==> images/power_grid.png <==
Bar = 20 um. Pins as bars on the die edge.
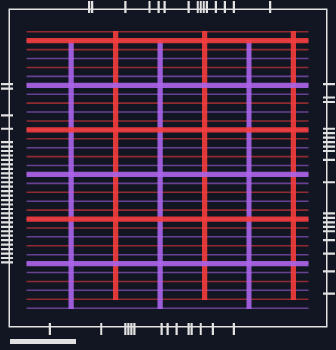
==> images/placement_by_type.png <==
Fill, decap, tap and diode cells in gray.
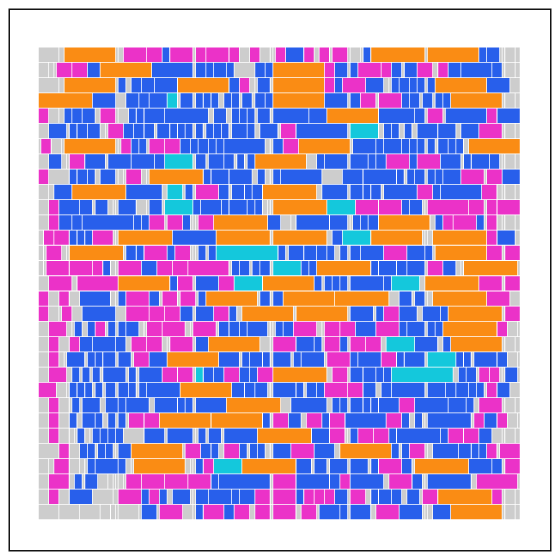
==> images/clk_routes.png <==
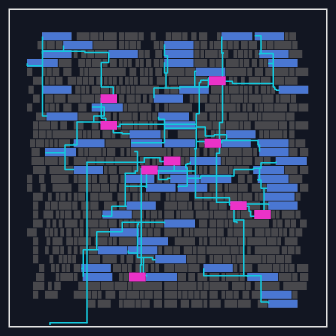
==> images/wires.png <==
Bar = 20 um. Only two layers are drawn.
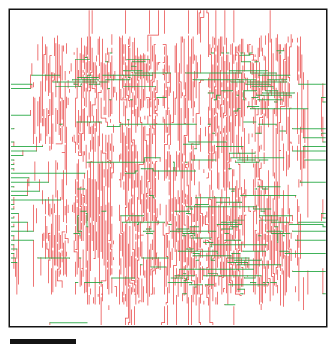
Design hazard_ctrl_unit, sky130hd; sources not shown.
==> flow_metrics.env <==
# flow metrics
export IMPL_status="finished, violations left"
export IMPL_violations="setup timing"
export IMPL_synth_edff_count=0
export IMPL_antenna_found_initial=0
export IMPL_vias_per_cell=5.876
export IMPL_n_fill_cell=339
export IMPL_fin_area_um2=6341
export IMPL_worst_slack_ns=-0.06281
export IMPL_clockBufferDepth=2
export IMPL_cp_cell_sequence="buf_6 > buf_12 > nand2_4 > nand2_2 > nor2_1 > nand3_1 > nand2_1 > nand2_2 > buf_6 > buf_6 > buf_6 > buf_4 > buf_4 > buf_4 > buf_4 > a21oi_2 > o21a_1"
export IMPL_synth_warnings=0
export IMPL_gp_congestion=0.9498
export IMPL_die_h_um=96.40
export IMPL_antennaDiodeCount=0
export IMPL_syn_avg_cell_area_um2=7.150
export IMPL_fp_utilization=0.5146
export IMPL_numSynthFlops=59
export IMPL_cts_tree="done"
export IMPL_met3_usage=0.05112
export IMPL_grt_start_max_net_pins=46
export IMPL_highest_layer="met4"
export IMPL_nNetsFinal=740
export IMPL_routed_wl_met2_mm=7.760
export IMPL_die_area_um2=9293
export IMPL_finalSetupViolations=3
export IMPL_final_cell_mix="nand2_1 (86), buf_4 (80), nor2_1 (53)"
export IMPL_drc=0
export IMPL_pwr_share_seq=0.403
export IMPL_finalClockPeriodUsage=1.029
export IMPL_synthArstFlopShare=1.000
export IMPL_postSynthSeqShare=0.3956
export IMPL_clock_sinks=59
export IMPL_clock_fmax_mhz=441.9
export IMPL_postRouteAntennaNets=0
export IMPL_inverters=74
export IMPL_seq_power_uw=1130
export IMPL_yosys_stat_cells=522
export IMPL_syn_inst=522
export IMPL_crit_buf_inv=9
export IMPL_postPlaceCellArea_um2=4891
export IMPL_n_all_buffers=188
export IMPL_leakage_uw=0.003161
export IMPL_die_x_um=96.40
export IMPL_use_met2=0.4710
export IMPL_slew_violations=0
export IMPL_cts_hold_buffers=1
export IMPL_warning_count=30
export IMPL_mostFrequentLayoutCell="nand2_1"
export IMPL_drv_cap=0
export IMPL_period_minus_slack_ns=2.263
export IMPL_comb_share=0.4090
export IMPL_clk_share=0.03591
export IMPL_hold_viol_final=0
export IMPL_tns_ns=-0.09987
export IMPL_ctsResizeCount=330
export IMPL_power_uw=2814
export IMPL_reg2reg_depth=11
export IMPL_regArea_um2=1508
export IMPL_buf_share=0.2397
export IMPL_syn_nets=552
export IMPL_setup_worst_path_class="in -> reg"
export IMPL_drt_initial_drc_count=353
export IMPL_power_density_nw_per_um2=443.8
-- power_grid.png (at the start) --
- VSS: purple
- VDD: red
- signal pins: 81
- met4 straps: 6
- rows: 31
- met5 straps: 6
- met1 rails: 32
Peak VDD IR: 0.4005 mV
core area: 7253 um^2

-- placement_by_type.png (at the start) --
- combinational and other logic: blue (cells 452)
- other buffers and delay cells: magenta (cells 188)
- flops: orange (cells 59)
- clock drivers and dummy loads: cyan (cells 16)
flop share of the area: 0.2378
Rows: 31
Finished Core Util: 0.8742

-- clk_routes.png (at the start) --
- clock drivers: magenta (count 9)
- flip-flops: blue (count 59)
- clock wires: cyan (length 851 um)
- flops lie: all over the die
- routed clock nets: 10
Clock Power Share: 0.411
worst-skew pair later-pin latency: 0.35 ns
power in the clock group: 1160 uW

-- wires.png (at the start) --
- metal 3: green (wire length 1200 um)
- metal 2: red (wire length 7760 um)
total number of vias: 4783
Tot GR Track Use: 0.2686
DR WL/cell: 19.07 um
final wirelength: 15.53 mm

[metrics by stage]
stage	instances	worst slack [ns]
floorplan	522	0.2698
global placement	705	-0.8161
detailed placement	705	-0.8444
CTS	777	0.1344
global route	814	-0.2106
finish	814	-0.06281
[cells by family (layout without fill, tap and decap cells)]
kind of cell    count (synthesis)  in the layout  synth area share
simple gates                  291            293            0.3550
fa+ha+maj                       5              5           0.01676
compound gates                 60             60           0.08850
mux                             1              1          0.003017
xor+xnor                       19             19           0.04459
flops                          59             59            0.3956
buf+inv                        87            278           0.09654
[cell usage after synthesis, drive strengths merged (3+ instances only)]
master and number:
a21oi 17, nand4 10, o21ai 30, nor4 5
nor3 17, a31oi 3, dfrtp 59, xor2 14
o31ai 3, nand3 48, nor2 64, buf 10
ha 5, nand2 140, xnor2 5, clkbuf 4
inv 73
Power and IR drop assume default switching activity.
